Figure 1. Metal 1 (run 1).
Supply wires on this layer in gray.
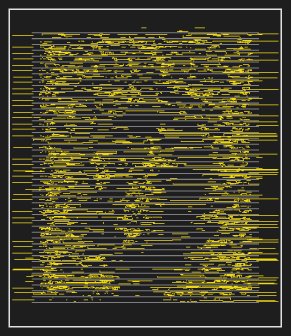
Figure 2. Metal layers overlaid (run 1).
Two of the layers only.
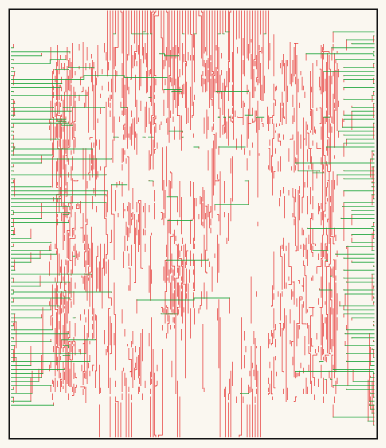
Figure 3. Close-up of the layout (run 1).
The bar under the picture is 10 µm long. Region (48, 58) to (78, 88) µm. Cells in gray, sequential cells in the stronger gray; small squares are vias.
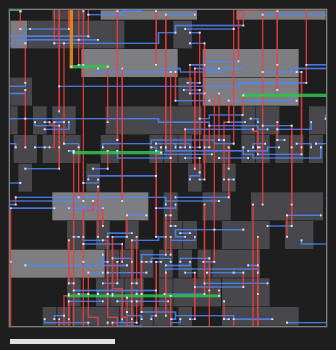
Figure 4. The clock network (run 1).
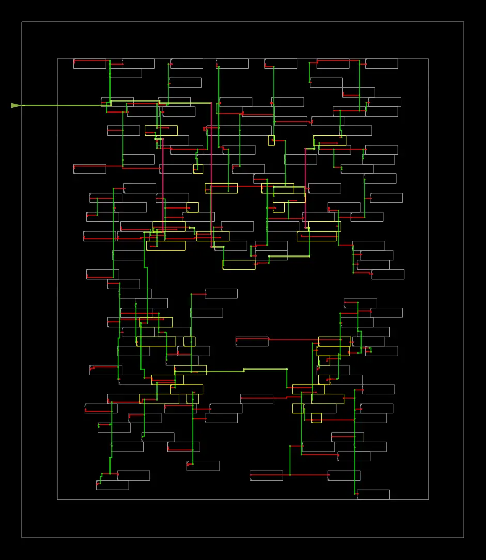
`src/rtl/mem_arb_pkg.sv`:
```
// rtl/mem_arb_pkg.sv - shared types and constants for the unified memory arbiter
package mem_arb_pkg;

  typedef enum logic [1:0] {
    IDLE = 2'd0,
    BUSY = 2'd1,
    RESP = 2'd2
  } state_t;

  typedef enum logic [1:0] {
    G_NONE = 2'd0,
    G_IF   = 2'd1,
    G_LS   = 2'd2
  } grant_t;

  localparam logic [3:0] FETCH_MASK = 4'hF;

endpackage

```
`src/rtl/unified_mem_arbiter_if.sv`:
```
// rtl/unified_mem_arbiter_if.sv - fetch, load/store and memory signal bundle
interface unified_mem_arbiter_if #(
  parameter int AW = 32,
  parameter int DW = 32
);

  logic          if_req;
  logic [AW-1:0] if_addr;
  logic          if_kill;
  logic          if_ack;
  logic [DW-1:0] if_rdata;

  logic          ls_req;
  logic          ls_wr;
  logic [3:0]    ls_mask;
  logic [AW-1:0] ls_addr;
  logic [DW-1:0] ls_wdata;
  logic          ls_ack;
  logic [DW-1:0] ls_rdata;

  logic          mem_cs;
  logic          mem_wr;
  logic [3:0]    mem_mask;
  logic [AW-1:0] mem_addr;
  logic [DW-1:0] mem_wdata;
  logic [DW-1:0] mem_rdata;
  logic          mem_ready;

  logic          busy;
  logic          err;

  modport slave (
    input  if_req, if_addr, if_kill,
    output if_ack, if_rdata,
    input  ls_req, ls_wr, ls_mask, ls_addr, ls_wdata,
    output ls_ack, ls_rdata,
    output mem_cs, mem_wr, mem_mask, mem_addr, mem_wdata,
    input  mem_rdata, mem_ready,
    output busy, err
  );

  modport master (
    output if_req, if_addr, if_kill,
    input  if_ack, if_rdata,
    output ls_req, ls_wr, ls_mask, ls_addr, ls_wdata,
    input  ls_ack, ls_rdata,
    input  mem_cs, mem_wr, mem_mask, mem_addr, mem_wdata,
    output mem_rdata, mem_ready,
    input  busy, err
  );

endinterface

```
`src/rtl/mem_arb_prio.sv`:
```
// rtl/mem_arb_prio.sv - combinational winner select between fetch and load/store
module mem_arb_prio
  import mem_arb_pkg::*;
(
  input  logic   i_if_req,
  input  logic   i_if_kill,
  input  logic   i_ls_req,
  input  logic   i_streak_max,
  output grant_t o_grant
);

  logic w_if_ok;

  assign w_if_ok = i_if_req && !i_if_kill;

  // A waiting fetch overrides the LSU only once the LSU has used up its streak.
  always_comb begin
    o_grant = G_NONE;
    if (w_if_ok && i_streak_max) begin
      o_grant = G_IF;
    end else if (i_ls_req) begin
      o_grant = G_LS;
    end else if (w_if_ok) begin
      o_grant = G_IF;
    end
  end

endmodule

```
`src/rtl/unified_mem_arbiter.sv`:
```
// rtl/unified_mem_arbiter.sv - single-port memory arbiter for fetch and load/store traffic
module unified_mem_arbiter
  import mem_arb_pkg::*;
#(
  parameter int AW            = 32,
  parameter int DW            = 32,
  parameter int MAX_LS_STREAK = 4,
  parameter int TIMEOUT       = 16
) (
  input  logic                  clk,
  input  logic                  rst,
  unified_mem_arbiter_if.slave  bus
);

  localparam int SW = $clog2(MAX_LS_STREAK + 1);
  localparam int WW = $clog2(TIMEOUT + 1);

  state_t        r_state;
  state_t        w_state_nxt;
  grant_t        r_grant;
  grant_t        w_grant;
  logic [SW-1:0] r_streak;
  logic [WW-1:0] r_wait;
  logic          r_kill;
  logic          r_err;
  logic [DW-1:0] r_rdata;
  logic          r_mem_cs;
  logic          r_mem_wr;
  logic [3:0]    r_mem_mask;
  logic [AW-1:0] r_mem_addr;
  logic [DW-1:0] r_mem_wdata;
  logic          w_streak_max;
  logic          w_timeout;
  logic          w_if_ack;
  logic          w_ls_ack;

  assign w_streak_max = (r_streak == SW'(MAX_LS_STREAK));
  assign w_timeout    = (r_wait == WW'(TIMEOUT));

  mem_arb_prio u_prio (
    .i_if_req     (bus.if_req),
    .i_if_kill    (bus.if_kill),
    .i_ls_req     (bus.ls_req),
    .i_streak_max (w_streak_max),
    .o_grant      (w_grant)
  );

  always_ff @(posedge clk or negedge rst) begin
    if (!rst) begin
      r_state <= IDLE;
    end else begin
      r_state <= w_state_nxt;
    end
  end

  // A kill arriving in the response cycle itself must still swallow the ack.
  always_comb begin
    w_state_nxt = r_state;
    w_if_ack    = 1'b0;
    w_ls_ack    = 1'b0;
    case (r_state)
      IDLE: if (w_grant != G_NONE) w_state_nxt = BUSY;
      BUSY: if (bus.mem_ready || w_timeout) w_state_nxt = RESP;
      RESP: begin
        w_state_nxt = IDLE;
        w_if_ack    = (r_grant == G_IF) && !r_kill && !bus.if_kill;
        w_ls_ack    = (r_grant == G_LS);
      end
      default: w_state_nxt = IDLE;
    endcase
  end

  always_ff @(posedge clk or negedge rst) begin
    if (!rst) begin
      r_grant     <= G_NONE;
      r_streak    <= '0;
      r_wait      <= '0;
      r_kill      <= 1'b0;
      r_err       <= 1'b0;
      r_rdata     <= '0;
      r_mem_cs    <= 1'b0;
      r_mem_wr    <= 1'b0;
      r_mem_mask  <= '0;
      r_mem_addr  <= '0;
      r_mem_wdata <= '0;
    end else begin
      case (r_state)
        IDLE: begin
          r_kill <= 1'b0;
          if (w_grant == G_IF || !bus.if_req) begin
            r_streak <= '0;
          end else if (w_grant == G_LS && !w_streak_max) begin
            r_streak <= r_streak + SW'(1);
          end
          if (w_grant == G_LS) begin
            r_grant     <= G_LS;
            r_mem_cs    <= 1'b1;
            r_mem_wr    <= bus.ls_wr;
            r_mem_mask  <= bus.ls_mask;
            r_mem_addr  <= bus.ls_addr;
            r_mem_wdata <= bus.ls_wdata;
            r_wait      <= WW'(1);
          end else if (w_grant == G_IF) begin
            r_grant     <= G_IF;
            r_mem_cs    <= 1'b1;
            r_mem_wr    <= 1'b0;
            r_mem_mask  <= FETCH_MASK;
            r_mem_addr  <= bus.if_addr;
            r_mem_wdata <= '0;
            r_wait      <= WW'(1);
          end
        end
        BUSY: begin
          if (r_grant == G_IF && bus.if_kill) r_kill <= 1'b1;
          if (bus.mem_ready) begin
            r_rdata  <= r_mem_wr ? '0 : bus.mem_rdata;
            r_mem_cs <= 1'b0;
          end else if (w_timeout) begin
            r_rdata  <= '0;
            r_err    <= 1'b1;
            r_mem_cs <= 1'b0;
          end else begin
            r_wait <= r_wait + WW'(1);
          end
        end
        RESP: begin
          r_grant <= G_NONE;
          r_rdata <= '0;
        end
        default: r_grant <= G_NONE;
      endcase
    end
  end

  assign bus.if_ack    = w_if_ack;
  assign bus.ls_ack    = w_ls_ack;
  assign bus.if_rdata  = w_if_ack ? r_rdata : '0;
  assign bus.ls_rdata  = w_ls_ack ? r_rdata : '0;
  assign bus.mem_cs    = r_mem_cs;
  assign bus.mem_wr    = r_mem_wr;
  assign bus.mem_mask  = r_mem_mask;
  assign bus.mem_addr  = r_mem_addr;
  assign bus.mem_wdata = r_mem_wdata;
  assign bus.busy      = (r_state != IDLE);
  assign bus.err       = r_err;

endmodule

```
`src/flat_wrapper.sv`:
```
// flat-port wrapper written by rule: the top's interface ports become plain ports
module unified_mem_arbiter_flat import mem_arb_pkg::*;
#(
  parameter int AW            = 32,
  parameter int DW            = 32,
  parameter int MAX_LS_STREAK = 4,
  parameter int TIMEOUT       = 16
)
  (clk, rst, bus_if_req, bus_if_addr, bus_if_kill, bus_if_ack, bus_if_rdata, bus_ls_req, bus_ls_wr, bus_ls_mask, bus_ls_addr, bus_ls_wdata, bus_ls_ack, bus_ls_rdata, bus_mem_cs, bus_mem_wr, bus_mem_mask, bus_mem_addr, bus_mem_wdata, bus_mem_rdata, bus_mem_ready, bus_busy, bus_err);
  unified_mem_arbiter_if #(.AW(AW), .DW(DW)) bus_i ();
  input  logic clk;
  input  logic rst;
  input wire logic [$bits(bus_i.if_req)-1:0] bus_if_req;
  input wire logic [$bits(bus_i.if_addr)-1:0] bus_if_addr;
  input wire logic [$bits(bus_i.if_kill)-1:0] bus_if_kill;
  output wire logic [$bits(bus_i.if_ack)-1:0] bus_if_ack;
  output wire logic [$bits(bus_i.if_rdata)-1:0] bus_if_rdata;
  input wire logic [$bits(bus_i.ls_req)-1:0] bus_ls_req;
  input wire logic [$bits(bus_i.ls_wr)-1:0] bus_ls_wr;
  input wire logic [$bits(bus_i.ls_mask)-1:0] bus_ls_mask;
  input wire logic [$bits(bus_i.ls_addr)-1:0] bus_ls_addr;
  input wire logic [$bits(bus_i.ls_wdata)-1:0] bus_ls_wdata;
  output wire logic [$bits(bus_i.ls_ack)-1:0] bus_ls_ack;
  output wire logic [$bits(bus_i.ls_rdata)-1:0] bus_ls_rdata;
  output wire logic [$bits(bus_i.mem_cs)-1:0] bus_mem_cs;
  output wire logic [$bits(bus_i.mem_wr)-1:0] bus_mem_wr;
  output wire logic [$bits(bus_i.mem_mask)-1:0] bus_mem_mask;
  output wire logic [$bits(bus_i.mem_addr)-1:0] bus_mem_addr;
  output wire logic [$bits(bus_i.mem_wdata)-1:0] bus_mem_wdata;
  input wire logic [$bits(bus_i.mem_rdata)-1:0] bus_mem_rdata;
  input wire logic [$bits(bus_i.mem_ready)-1:0] bus_mem_ready;
  output wire logic [$bits(bus_i.busy)-1:0] bus_busy;
  output wire logic [$bits(bus_i.err)-1:0] bus_err;
  assign bus_i.if_req = bus_if_req;
  assign bus_i.if_addr = bus_if_addr;
  assign bus_i.if_kill = bus_if_kill;
  assign bus_if_ack = bus_i.if_ack;
  assign bus_if_rdata = bus_i.if_rdata;
  assign bus_i.ls_req = bus_ls_req;
  assign bus_i.ls_wr = bus_ls_wr;
  assign bus_i.ls_mask = bus_ls_mask;
  assign bus_i.ls_addr = bus_ls_addr;
  assign bus_i.ls_wdata = bus_ls_wdata;
  assign bus_ls_ack = bus_i.ls_ack;
  assign bus_ls_rdata = bus_i.ls_rdata;
  assign bus_mem_cs = bus_i.mem_cs;
  assign bus_mem_wr = bus_i.mem_wr;
  assign bus_mem_mask = bus_i.mem_mask;
  assign bus_mem_addr = bus_i.mem_addr;
  assign bus_mem_wdata = bus_i.mem_wdata;
  assign bus_i.mem_rdata = bus_mem_rdata;
  assign bus_i.mem_ready = bus_mem_ready;
  assign bus_busy = bus_i.busy;
  assign bus_err = bus_i.err;
  unified_mem_arbiter #(.AW(AW), .DW(DW), .MAX_LS_STREAK(MAX_LS_STREAK), .TIMEOUT(TIMEOUT)) u_core (.clk(clk), .rst(rst), .bus(bus_i));
endmodule
```
`config.mk`:
```
export PLATFORM = sky130hd
export DESIGN_NAME = unified_mem_arbiter_flat
export DESIGN_NICKNAME = d
export VERILOG_FILES = /design/src/rtl/mem_arb_pkg.sv /design/src/rtl/unified_mem_arbiter_if.sv /design/src/rtl/mem_arb_prio.sv /design/src/rtl/unified_mem_arbiter.sv /design/src/flat_wrapper.sv
export SDC_FILE = /design/constraint.sdc
export NUM_CORES = 1
export LEC_CHECK = 0
export ABC_AREA = 1
export CAP_MARGIN = 10
export CORE_ASPECT_RATIO = 1.2
export CORE_MARGIN = 10
export CORE_UTILIZATION = 45
export DETAILED_ROUTE_END_ITERATION = 8
export GPL_ROUTABILITY_DRIVEN = 0
export PLACE_DENSITY = 0.89
export RECOVER_POWER = 25
export SLEW_MARGIN = 0
export SYNTH_ARGS = -nofsm -noshare
export SYNTH_HDL_FRONTEND = slang
export SYNTH_SLANG_ARGS = --single-unit
```
`constraint.sdc`:
```
create_clock -name clk -period 3.9 [get_ports clk]
set_input_delay 0.78 -clock clk [delete_from_list [all_inputs] [get_ports clk]]
set_output_delay 0.78 -clock clk [all_outputs]
set_load 0.02 [all_outputs]
```
==> run summary, run 1 <==
yosys + openroad results -> num rows 46, Initial Util 0.456, worst slew pin tran 2610 ps, cell family with most CP delay buffers and inverters, global-route usage over all layers 0.202, outcome finished with violations, max-slew violations about 47, worst-path maximum fanout 32, initial antenna violation count 0, reg2reg setup slack 1730 ps, Clock power frac 0.246, Total Neg Setup Slack 0 ps, first-pass GRT wire length 30.7 mm, Peak Freq 295 MHz, Pleak 4.50 nW, top power group combinational cells, adder share 0.0167, AO/OA Area Share 0.0369, reg2reg path depth 8, crit path max-delay cell type clkdlybuf4s50_1, TritonCTS clock tree yes, WL per Instance between 15 and 20 µm, Yosys reg bits 116, syn avg cell area 7.46 µm², met1 Use GR 0.241, die x size 125 µm, largest net degree at the start of global routing 71, failing checks capacitance limit, slew limit, fraction of cell area in non-clock buffers 0.301, count of library flops with an enable pin 0, Max-cap violations 1, vias in the first global route 6,005, ys cells 805, fillcell total roughly 1.0k, Post-Syn Instances 805, critical path buffer and inverter count 3, WHS Path Cells 1, startpoint types flop, sequential group power around 2.1 mW, placed cells 1,213, Worst setup EP type output pin, antenna viol nets, final 0, metal1 wirelength approximately 7.7 mm, Setup Skew roughly 22 ps, Logic area 2360 µm², mux share 0, top comb family, area simple AND/OR/NAND/NOR gates, Min Hold Slack 471 ps, commonest non-fill, non-tap cells in the layout nand2_1 (282), clkdlybuf4s50_1 (275), dfrtp_1 (116), Hold Path Origin u_core.bus.err, Met3 Routed Length between 1.5 and 2 mm, count leader, synth nand2_1, Pwr Density between 700 and 800 nW/µm², register area share after synthesis 0.483, minimum clock period after layout 3390 ps, # Taps 168, Slew HR -0.739, Vias per Instance 4.83, largest area contributor in the netlist dfrtp_1, Peak VDD IR 410 µV, number of non-clock inverters in the layout between 100 and 150, setup violators final 0, I/O Buffers between 200 and 300, vias 6,006, Commonest Layout Cell nand2_1, library cells used by synthesis 31, Die Size 18,400 µm², Reg power frac 0.307, non-filler cells, final around 1.2k
About Figure 1:
1,071 nets have wire on it. The wires run mostly horizontal. The longest straight run is 39.6 µm. The layer holds 41% of the routed length. The layer carries 7,700 µm of wire.

About Figure 2:
metal 3: drawn in green, wire length 1,960 µm. metal 2: drawn in red, wire length 8,670 µm.

About Figure 3:
metal 4: drawn in orange. metal 2: drawn in red. metal 1: drawn in blue. metal 3: drawn in green.
62 logic cells have their middle in the window. Most frequent: nand2_1 (25), inv_1 (6). Sequential cells in the window: 5.

About Figure 4:
clk sinks: 116
clkbuf count: 17
Num CTS Buffers: 17
clock network power: 1.65 mW
clk_lat worst skew: 410 ps

==> run 2, diff against run 1 <==
--- a/config.mk
+++ b/config.mk
@@ -12,6 +12,7 @@
 export CORE_UTILIZATION = 45
 export DETAILED_ROUTE_END_ITERATION = 8
 export GPL_ROUTABILITY_DRIVEN = 0
+export HOLD_SLACK_MARGIN = 0.05
 export PLACE_DENSITY = 0.89
 export RECOVER_POWER = 25
 export SLEW_MARGIN = 0
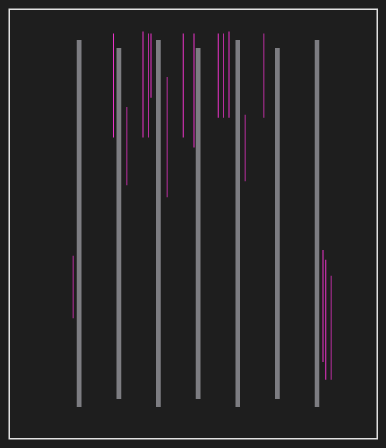
Figure 5: run 2, met4 routing.
Supply wires on this layer in gray.
The layer carries 543 µm of wire. The layer holds 2.9% of the routed length. The wires run mostly vertical. 16 nets have wire on it.

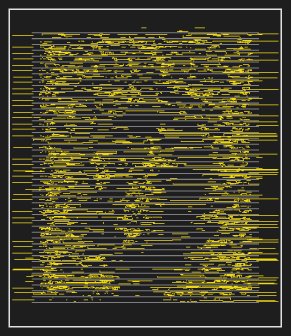
Figure 6: run 2, metal 1.
Supply wires on this layer in gray.
The layer carries 7,700 µm of wire. 1,071 nets have wire on it. The layer holds 41% of the routed length.

==> run summary, run 2 <==
yosys + openroad results -> outcome finished with violations, failing checks capacitance limit, slew limit, Reg power frac 0.307, # Taps 168, die x size 125 µm, clkbuf count 17, commonest non-fill, non-tap cells in the layout nand2_1 (282), clkdlybuf4s50_1 (275), dfrtp_1 (116), clk sinks ~120, setup violators final 0, adder share 0.0167, minimum clock period after layout about 3400 ps, register area share after synthesis 0.483, AO/OA Area Share 0.0369, cell family with most CP delay buffers and inverters, largest area contributor in the netlist dfrtp_1, initial antenna violation count 0, Yosys reg bits 116, Min Hold Slack 471 ps, syn avg cell area 7.46 µm², ys cells 805, top power group combinational cells, vias 6,006, largest net degree at the start of global routing 71, sequential group power roughly 2.1 mW, fin worst setup slack between 500 and 600 ps, I/O Buffers 276, Clock power frac 0.246, count of library flops with an enable pin 0, count leader, synth nand2_1, Vias per Instance 4.83, library cells used by synthesis 31, max-slew violations 47, Num CTS Buffers 17, first-pass GRT wire length 30.7 mm, critical path buffer and inverter count 3, fraction of cell area in non-clock buffers 0.301, Hold Path Origin u_core.bus.err, Pint 4.02 mW, Met3 Routed Length between 1.5 and 2 mm, mux share 0, WL per Instance 15.2 µm, metal1 wirelength 7.70 mm, worst-path maximum fanout 32, Max-cap violations 1, clk_lat worst skew roughly 410 ps, Peak VDD IR 410 µV, global-route usage over all layers 0.202, Post-Syn Instances 805, fraction of layout cells with a size suffix above 1 0.0493, reg2reg path depth 8, crit path max-delay cell type clkdlybuf4s50_1, Setup Skew 22.4 ps, Logic area 2360 µm², worst slew pin tran approximately 2600 ps, Initial Util 0.456, fillcell total 1,046, met1 Use GR 0.241, Peak Freq 295 MHz, num rows 46, WHS Path Cells 1, Commonest Layout Cell nand2_1, startpoint types flop, Worst setup EP type output pin, antenna viol nets, final 0, number of non-clock inverters in the layout ~120, Yosys warning count 0, P_comb around 3 mW
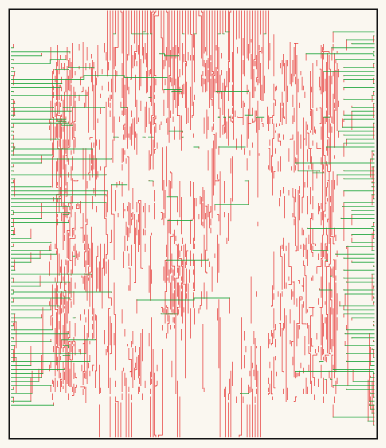
Figure 7: run 2, metal layers overlaid.
Two of the layers only.
metal 3: drawn in green, wire length 1,960 µm. metal 2: drawn in red, wire length 8,670 µm.

Power figures rest on the tool's default switching activity, not on a simulated workload.
